$ cat config.mk
export PLATFORM = sky130hd
export DESIGN_NAME = bubble_sort_top
export DESIGN_NICKNAME = d
export VERILOG_FILES = /design/src/rtl/bubble_sort_top.sv
export SDC_FILE = /design/constraint.sdc
export NUM_CORES = 1
export LEC_CHECK = 0
export ABC_AREA = 1
export CELL_PAD_IN_SITES_DETAIL_PLACEMENT = 0
export CELL_PAD_IN_SITES_GLOBAL_PLACEMENT = 1
export CORE_MARGIN = 2
export CORE_UTILIZATION = 50
export DETAILED_ROUTE_END_ITERATION = 10
export PLACE_DENSITY_LB_ADDON = 0.1
export REMOVE_ABC_BUFFERS = 1
export SLEW_MARGIN = 20
export SYNTH_ARGS = -nofsm -noshare
export SYNTH_HDL_FRONTEND = slang
export SYNTH_SLANG_ARGS = --single-unit
$ cat constraint.sdc
create_clock -name clk -period 4.2 [get_ports clk]
set_clock_uncertainty 0.05 [all_clocks]
set_input_delay 0.84 -clock clk [delete_from_list [all_inputs] [get_ports clk]]
set_output_delay 0.84 -clock clk [all_outputs]
set_load 0.01 [all_outputs]
$ cat src/rtl/bubble_sort_top.sv
// Pipelined odd-even transposition sorter: one packed vector of input_num unsigned
// 8-bit keys per clock, sorted ascending (lane 0 smallest) after input_num cycles.
module bubble_sort_top #(
  parameter int input_num = 8
) (
  input  logic                   clk,
  input  logic                   rst,
  input  logic [8*input_num-1:0] data_in,
  input  logic                   cks_in,
  output logic [8*input_num-1:0] data_out,
  output logic                   cks_out
);

  logic [input_num-1:0][7:0] w_stage_in  [input_num];
  logic [input_num-1:0][7:0] w_stage_out [input_num];
  logic [input_num-1:0][7:0] r_stage     [input_num];
  logic [input_num-1:0]      r_cks;

  for (genvar s = 0; s < input_num; s++) begin : g_stage
    if (s == 0) begin : g_first
      assign w_stage_in[s] = data_in;
    end else begin : g_chain
      assign w_stage_in[s] = r_stage[s-1];
    end

    // Even stages pair (0,1),(2,3)..; odd stages pair (1,2),(3,4)..; strict > keeps equal keys in place
    for (genvar l = 0; l < input_num; l++) begin : g_lane
      if (((l % 2) == (s % 2)) && (l + 1 < input_num)) begin : g_lo
        assign w_stage_out[s][l] = (w_stage_in[s][l] > w_stage_in[s][l+1]) ?
                                   w_stage_in[s][l+1] : w_stage_in[s][l];
      end else if ((l >= 1) && (((l - 1) % 2) == (s % 2))) begin : g_hi
        assign w_stage_out[s][l] = (w_stage_in[s][l-1] > w_stage_in[s][l]) ?
                                   w_stage_in[s][l-1] : w_stage_in[s][l];
      end else begin : g_pass
        assign w_stage_out[s][l] = w_stage_in[s][l];
      end
    end
  end

  always_ff @(posedge clk) begin
    if (!rst) begin
      for (int s = 0; s < input_num; s++) begin
        r_stage[s] <= '0;
      end
      r_cks <= '0;
    end else begin
      for (int s = 0; s < input_num; s++) begin
        r_stage[s] <= w_stage_out[s];
      end
      r_cks <= {r_cks[input_num-2:0], cks_in};
    end
  end

  assign data_out = r_stage[input_num-1];
  assign cks_out  = r_cks[input_num-1];

endmodule

Run 1, selected gate families:
Scale: 2 px per µm.
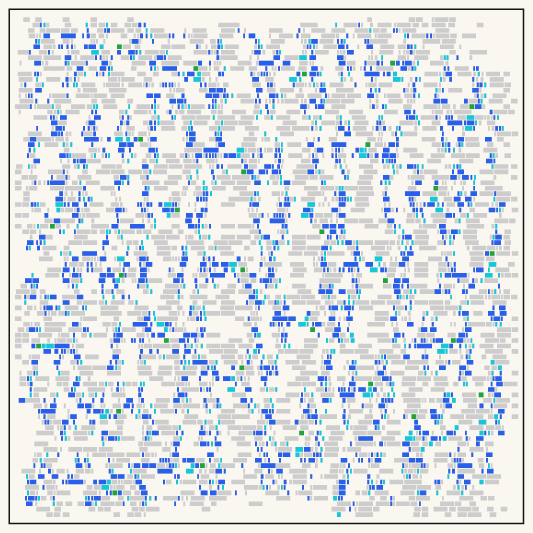
| family | color | cells | where |
|---|---|---|---|
| AND-OR and OR-AND gates | green | 28 | all over the die |
| NAND gates | blue | 1263 | all over the die |
| NOR gates | cyan | 517 | all over the die |
final cell count without fillers: 4765
Comb/total area: 0.489

Run 1, congestion heat map:
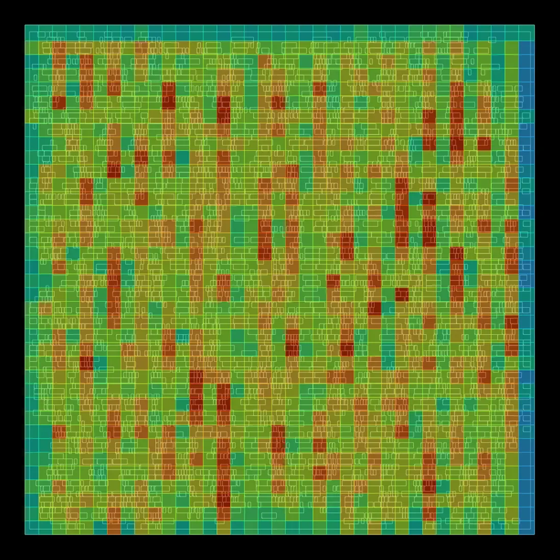
Layout Utilization: 0.536
gr usage total: 0.188

==> flow_metrics.py, run 1 <==
# Synthesis and PnR figures
metrics = {
    "drt": {
        "dr.first_iter.drc_count": 1105,
        "drtPass1Iterations": 5,
        "wl_met3_um": 1710,
        "wl_met1_um": 30700,
        "wl_per_cell_um": 13.1,
        "routed_via_density": 4.83,
    },
    "power": {
        "power.density_mw_per_mm2": 841,
        "pg_seq_w": 0.00726,
        "p_seq_frac": 0.255,
        "switchingPower_w": 0.0129,
        "p_clk_w": 0.00543,
        "total_power_w": 0.0284,
        "p_comb_frac": 0.554,
        "vdd_ir_drop_max_v": 0.000492,
    },
    "synth": {
        "yosys_area_mm2": 0.0318,
        "synth-edff-count": 0,
        "ys_sh_xor": 0,
        "numSynthFlops": 520,
        "async_flop_share": 0,
        "netlist_area_mm2": 0.0318,
        "mux_area_frac": 0,
        "yosysCellCount": 3965,
        "syn_area_per_cell_um2": 8.03,
        "topCombFamilyByArea": "simple AND/OR/NAND/NOR gates",
        "yosys.area.top_type_share": 0.327,
        "yosysWarnings": 0,
        "top_area_cell": "dfxtp_1",
    },
    "critical_path": {
        "critical_path.max_stage_delay_ns": 0.55,
        "path_max_fanout": 32,
        "arrival_ns": 2.96,
        "cp.required_ns": 4.70,
        "reg2regPathDepth": 8,
        "critPathBufInv": 2,
        "crit_start": "data_in[15]",
        "cp-endpoint": "r_stage[0][1]$_SDFF_PN0_",
        "rr_startpoint": "r_stage[0][23]$_SDFF_PN0_",
        "critical_path_class": "input pin to flop",
        "cp_top_family": "simple AND/OR/NAND/NOR gates",
        "crit_path_cell_trace": "clkdlybuf4s50_1 -> inv_1 -> ha_1 -> nand2_2 -> nor2_4 -> nand4_4 -> nand3_1 -> nand2_1 -> nor2_1",
    },
    "run": {
        "max_cap_viol_count": 0,
        "warnings": 29,
    },
    "cts": {
        "cts_buffers": 58,
        "clock_sinks": 520,
        "cts_root_buffer": "clkbuf_16",
        "cts_tree": "done",
        "ctsHoldBuffers": 0,
        "cts_resized": 0,
    },
    "final_timing": {
        "totalNegativeSetupSlack_ns": 0,
        "hold_ws_ns": 0.354,
        "fmax_mhz": 407,
        "tightest_slew_ns": 0.720,
        "drv_slew": 0,
        "timing.final.hold_violations": 0,
        "grt_setup_unrepaired": "false",
    },
    "placement": {
        "dp_hpwl_um": 44000,
        "dp_worst_setup_slack_ns": 1.10,
    },
    "grt": {
        "grt_pass1_wl_um": 107000,
        "grt_overflow": 0,
        "grtUsageMet3": 0.0261,
        "grt_start_max_net_pins": 112,
    },
    "cells_and_area": {
        "nClkBuffers": 70,
        "clock_area_frac": 0.0619,
        "regMostFlops": "r_stage",
        "seq_cells": 520,
        "area_delta_synth_final_pct": 6.12,
        "reg_top3": "r_stage (512), r_cks (8)",
        "comb_cells": 2536,
        "largest_reg_flops": 512,
        "layout.nonclk_buf_frac": 0.0415,
        "drive_gt1_frac": 0.238,
        "antenna_cells": 0,
        "largest_class": "logic gates",
        "signal_buffers": 136,
    },
    "min_path": {
        "min_to": "r_stage[0][254]$_SDFF_PN0_",
        "hold_path.class": "flop to flop",
    },
    "floorplan": {
        "core_area_mm2": 0.0631,
        "die-area_mm2": 0.0657,
        "fp_util": 0.505,
    },
    "run_status": {
        "outcome": "finished clean",
    },
}
Run 1, signal wires on met4:
Scale: 2 px per µm. Supply wires on this layer in gray.
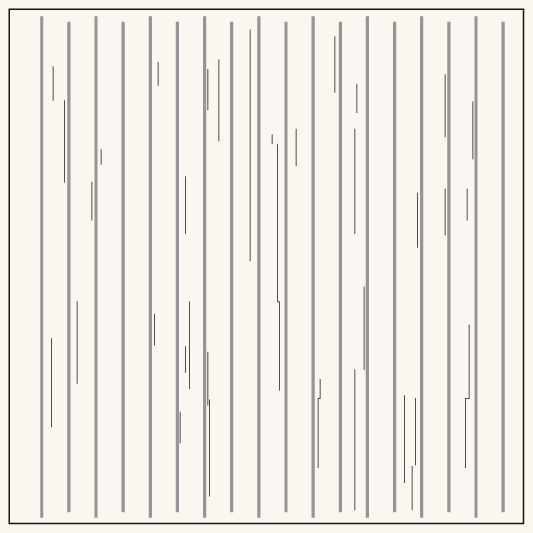
longest straight run: 116 µm
share of all routed wire: 2.0%
wire length on this layer: 1240 µm
nets with wire on the layer: 16
Via Count: 23000
final wirelength: 62500 µm

## Run 2: what changed since run 1
--- a/config.mk
+++ b/config.mk
@@ -9,7 +9,7 @@
 export CELL_PAD_IN_SITES_DETAIL_PLACEMENT = 0
 export CELL_PAD_IN_SITES_GLOBAL_PLACEMENT = 1
 export CORE_MARGIN = 2
-export CORE_UTILIZATION = 50
+export CORE_UTILIZATION = 42
 export DETAILED_ROUTE_END_ITERATION = 10
 export PLACE_DENSITY_LB_ADDON = 0.1
 export REMOVE_ABC_BUFFERS = 1
==> constraint.sdc (replaced) <==
create_clock -name clk -period 2.2 [get_ports clk]
set_clock_uncertainty 0.05 [all_clocks]
set_input_delay 0.44 -clock clk [delete_from_list [all_inputs] [get_ports clk]]
set_output_delay 0.44 -clock clk [all_outputs]
set_load 0.01 [all_outputs]
Run 2, wire density map:
Scale: 1.5 px per µm. 28 x 28 tiles, from white (low) to dark blue (high), scaled to the fullest tile. Values are wire area over tile area, all layers added.
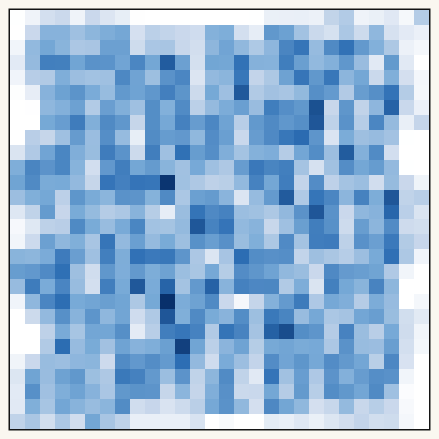
mean over tiles: 0.13
tiles over half the peak: 40%
fullest tile: 0.30
nearly empty tiles: 5.4%
wire length per cell: 12.7 µm
gr usage total: 0.166

Run 2, layout detail:
Window x 125 to 155, y 69 to 99 µm. Cells in gray, sequential cells in the stronger gray; small squares are vias.
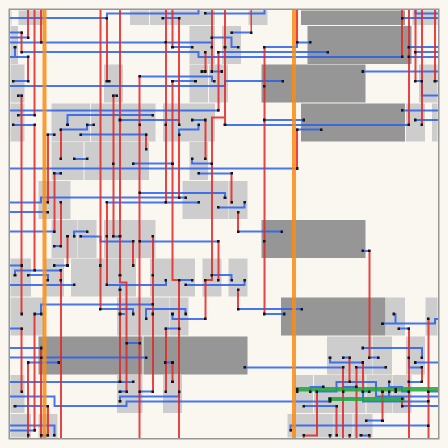
| layer | color |
|---|---|
| metal 1 | blue |
| metal 4 | orange |
| metal 3 | green |
| metal 2 | red |
sequential cells in the window: 7
netlist names of flops here include: r_stage (7)
most frequent: nand2_1 (9), inv_1 (8), dfxtp_1 (7)
cells with their middle in the window: 51

==> run 2 against run 1 <==
Power up 95%. Global-route usage is 2.3 points lower. Non-clock buffer count grew 170. Via count decreased by 0.46%. Critical path depth shrank 8. Synthesized cell count unchanged. Sequential share of layout area decreased by 1.6 points. Combinational power increased by 97%. Count of clock-buffer cells in the layout up 14. Die area rose by 19%. Final area grew 5.6%. Critical endpoint is now data_out[48].
==> flow_metrics.py, run 2 <==
# Synthesis and PnR figures
metrics = {
    "run_status": {
        "outcome": "finished clean",
    },
    "synth": {
        "ys_types": 22,
        "synth_seq_share": 0.327,
        "mux_area_frac": 0,
        "async_flop_share": 0,
        "yosys-top-cells-count": "nand2_1 (713), inv_1 (548), dfxtp_1 (520)",
        "compound_area_frac": 0.115,
        "numSynthFlops": 520,
        "synth_cells": 3965,
        "yosys.area.top_type_share": 0.327,
        "fa_ha_area_frac": 0.0880,
        "synth-edff-count": 0,
        "syn_area_per_cell_um2": 8.03,
        "ys_sh_xor": 0,
        "synth-main-ff-cell": "dfxtp_1",
        "yosysCellCount": 3965,
        "yosysWarnings": 0,
        "netlist_area_mm2": 0.0318,
        "yosys_area_mm2": 0.0318,
        "topCombFamilyByArea": "simple AND/OR/NAND/NOR gates",
        "yosysMostFrequentCell": "nand2_1",
        "top_area_cell": "dfxtp_1",
    },
    "cells_and_area": {
        "inv_count": 619,
        "regMostFlops": "r_stage",
        "drive_gt1_frac": 0.269,
        "largest_reg_flops": 512,
        "stdcell_count": 5061,
        "lay_top_cells": "nand2_1 (713), inv_1 (548), dfxtp_1 (520)",
        "signal_buffers": 306,
        "largest_class": "logic gates",
        "nFillCells": 7519,
        "nClkBuffers": 84,
        "logic_area_mm2": 0.0165,
        "seq_share": 0.292,
        "clock_area_frac": 0.0604,
        "comb_cells": 2536,
        "area_delta_synth_final_pct": 12.0,
        "fin_util": 0.478,
        "layout.nonclk_buf_frac": 0.0860,
        "antenna_cells": 0,
        "seq_area_mm2": 0.0104,
        "fin_area_mm2": 0.0357,
        "comb-cell-share": 0.463,
        "seq_cells": 520,
        "reg_top3": "r_stage (512), r_cks (8)",
        "finalNetCount": 4333,
    },
    "grt": {
        "grt_pass1_vias": 22500,
        "grtUsageMet3": 0.0229,
        "met1_usage": 0.230,
        "busiest_layer": "met2",
        "grt_overflow": 0,
        "grt_pass1_wl_um": 110000,
        "grt_start_max_net_pins": 85,
        "grt_util_met2": 0.273,
        "antenna_found_initial": 0,
    },
    "floorplan": {
        "pin_count": 132,
        "die-area_mm2": 0.0781,
        "tapCellCount": 969,
        "core_area_mm2": 0.0747,
        "die_x_um": 279,
        "dieHeight_um": 279,
        "fp_util": 0.426,
    },
    "cts": {
        "clock_sinks": 520,
        "clk_latency_ns": 0.62,
        "cts_root_buffer": "clkbuf_16",
        "cts_setup_buffers": 0,
        "cts_resized": 0,
        "cts_buffer_depth": 3,
        "clkTransAtPathRegs_ns": 0.06,
        "cts_buffers": 59,
        "cts_tree": "done",
        "ctsHoldBuffers": 0,
        "cts-htree-levels": 2,
    },
    "placement": {
        "gp_congestion": 0.793,
        "dp.cells": 4950,
        "dp_hpwl_um": 47000,
        "portBuffers": 131,
        "dp_worst_setup_slack_ns": -0.0366,
    },
    "drt": {
        "route.met2.wl_um": 28500,
        "ant_nets": 0,
        "via_count": 22900,
        "routed_wl_um": 64100,
        "wl_met3_um": 1670,
        "highest_layer": "met4",
        "dr.first_iter.drc_count": 981,
        "drcViolationCount": 0,
        "drtPass1Iterations": 4,
        "routed_via_density": 4.53,
        "wl_met1_um": 32900,
    },
    "min_path": {
        "hold_depth": 3,
        "hold_start": "rst",
        "min_to": "r_stage[0][18]$_SDFF_PN0_",
        "hold_path.class": "input pin to flop",
    },
    "critical_path": {
        "critPathBufInv": 1,
        "worstReg2RegEnd": "r_stage[0][141]$_SDFF_PN0_",
        "r2r_slack_ns": 0.25,
        "crit_start": "r_stage[1][240]$_SDFF_PN0_",
        "critical_path.max_stage_delay_ns": 0.56,
        "arrival_ns": 1.48,
        "crit_path_end_kind": "primary output",
        "cp-start-kind": "flop",
        "critical_path_class": "flop to primary output",
        "cp.required_ns": 1.71,
        "rr_startpoint": "r_stage[0][79]$_SDFF_PN0_",
        "crit_path_cell_trace": "clkdlybuf4s50_1",
        "reg2regPathDepth": 9,
        "cp-endpoint": "data_out[48]",
        "cp_top_family": "buffers and inverters",
        "path_max_fanout": 1,
    },
    "power": {
        "p_comb_frac": 0.559,
        "total_power_w": 0.0554,
        "p_seq_frac": 0.250,
        "clockPowerShare": 0.191,
        "netSwitchingFraction": 0.443,
        "vdd_ir_drop_max_v": 0.000837,
        "switchingPower_w": 0.0246,
        "p_clk_w": 0.0106,
        "power.density_mw_per_mm2": 1550,
        "internal_power_w": 0.0308,
        "leakage_nw": 17.0,
        "pg_seq_w": 0.0139,
        "p_comb_w": 0.0310,
        "top_power_group": "combinational cells",
    },
    "final_timing": {
        "tightest_slew_ns": 0.497,
        "slew_headroom": 0.669,
        "hold_ws_ns": 0.110,
        "period_needed_ns": 1.97,
        "layout_setup_ws_ns": 0.229,
        "timing.final.hold_violations": 0,
        "drv_slew": 0,
        "period_used_share": 0.896,
        "totalNegativeSetupSlack_ns": 0,
        "setup_viol": 0,
        "fmax_mhz": 507,
        "grt_setup_unrepaired": "false",
    },
    "run": {
        "warnings": 25,
        "max_cap_viol_count": 0,
    },
}
## Run 3: what changed since run 2
--- a/config.mk
+++ b/config.mk
@@ -8,7 +8,7 @@
 export ABC_AREA = 1
 export CELL_PAD_IN_SITES_DETAIL_PLACEMENT = 0
 export CELL_PAD_IN_SITES_GLOBAL_PLACEMENT = 1
-export CORE_MARGIN = 2
+export CORE_MARGIN = 5
 export CORE_UTILIZATION = 42
 export DETAILED_ROUTE_END_ITERATION = 10
 export PLACE_DENSITY_LB_ADDON = 0.1
Run 3, selected gate families:
Scale: 2 px per µm.
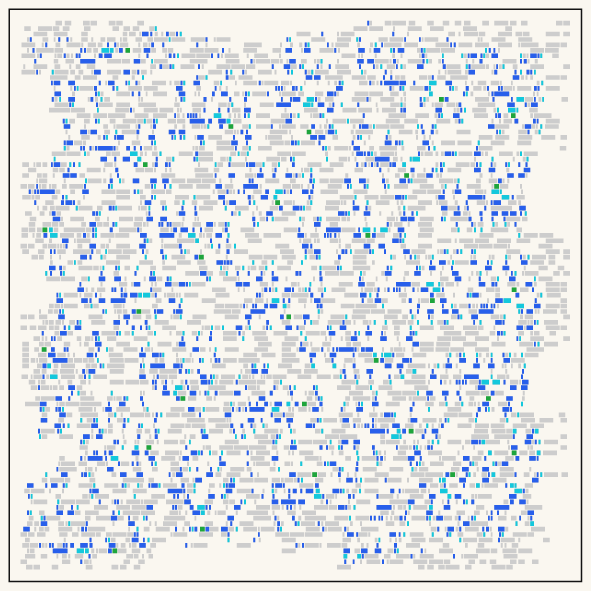
| family | color | cells | where |
|---|---|---|---|
| NAND gates | blue | 1263 | all over the die |
| NOR gates | cyan | 517 | all over the die |
| AND-OR and OR-AND gates | green | 28 | all over the die |
final cell count without fillers: 5056
Comb/total area: 0.463
dominant logic cell type in the layout: nand2_1

Run 3, wire density map:
Scale: 1 px per µm. 29 x 29 tiles, from white (low) to dark blue (high), scaled to the fullest tile. Values are wire area over tile area, all layers added.
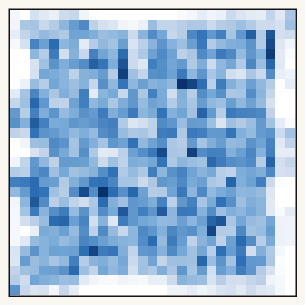
mean over tiles: 0.12
nearly empty tiles: 5.9%
tiles over half the peak: 37%
fullest tile: 0.30
Via Count: 22900
wire length per cell: 12.8 µm
final wirelength: 64700 µm
gr usage total: 0.157

==> run 3 against run 2 <==
Non-clock buffer count is 7 lower. First-iteration DRC count rose by 1.8%. Cell count is essentially flat. Area after synthesis unchanged. Largest power group unchanged. Sequential share of layout area is essentially flat. Highest routed layer unchanged. Critical path depth rose by 8. Wire length up 0.97%. Largest cell class unchanged.
==> flow_metrics.py, run 3 <==
# Synthesis and PnR figures
metrics = {
    "power": {
        "top_power_group": "combinational cells",
        "power.density_mw_per_mm2": 1560,
        "total_power_w": 0.0554,
        "p_comb_w": 0.0311,
        "p_clk_w": 0.0105,
        "leakage_nw": 16.9,
        "netSwitchingFraction": 0.444,
        "switchingPower_w": 0.0246,
        "p_seq_frac": 0.250,
        "pg_seq_w": 0.0138,
    },
    "cells_and_area": {
        "lay_top_cells": "nand2_1 (713), inv_1 (548), dfxtp_1 (520)",
        "reg_top3": "r_stage (512), r_cks (8)",
        "nFillCells": 7553,
        "finalNetCount": 4325,
        "nClkBuffers": 76,
        "seq_area_mm2": 0.0104,
        "seq_cells": 520,
        "largest_reg_flops": 512,
        "signal_buffers": 299,
        "largest_class": "logic gates",
        "fin_area_mm2": 0.0356,
        "comb_cells": 2536,
    },
    "min_path": {
        "min_to": "r_stage[0][3]$_SDFF_PN0_",
        "hold_start": "rst",
    },
    "synth": {
        "numSynthFlops": 520,
        "yosys-top-cells-count": "nand2_1 (713), inv_1 (548), dfxtp_1 (520)",
        "topCombFamilyByArea": "simple AND/OR/NAND/NOR gates",
        "ys_types": 22,
        "top_area_cell": "dfxtp_1",
        "synth-main-ff-cell": "dfxtp_1",
        "mux_area_frac": 0,
        "yosysCellCount": 3965,
        "synth_seq_share": 0.327,
        "synth-edff-count": 0,
        "yosysWarnings": 0,
    },
    "placement": {
        "gp_congestion": 0.795,
        "dp_hpwl_um": 47600,
        "portBuffers": 131,
    },
    "final_timing": {
        "setup_viol": 0,
        "tightest_slew_ns": 0.503,
        "totalNegativeSetupSlack_ns": 0,
        "fmax_mhz": 511,
        "slew_headroom": 0.664,
        "timing.final.hold_violations": 0,
        "layout_setup_ws_ns": 0.242,
    },
    "grt": {
        "grt_pass1_wl_um": 110000,
        "grt_pass1_vias": 22300,
        "grt_start_max_net_pins": 77,
    },
    "cts": {
        "cts_resized": 0,
        "cts_tree": "done",
        "ctsHoldBuffers": 0,
        "cts_setup_buffers": 0,
        "cts_buffer_depth": 3,
    },
    "critical_path": {
        "rr_startpoint": "r_stage[0][95]$_SDFF_PN0_",
        "cp_top_family": "simple AND/OR/NAND/NOR gates",
        "cp-endpoint": "r_stage[0][159]$_SDFF_PN0_",
        "worstReg2RegEnd": "r_stage[0][159]$_SDFF_PN0_",
    },
    "drt": {
        "drtPass1Iterations": 5,
        "routed_via_density": 4.53,
        "route.met2.wl_um": 28900,
    },
    "floorplan": {
        "dieHeight_um": 285,
        "tapCellCount": 978,
    },
    "run_status": {
        "outcome": "finished clean",
    },
}
No activity file was given, so power comes from the tool's default toggle rates.
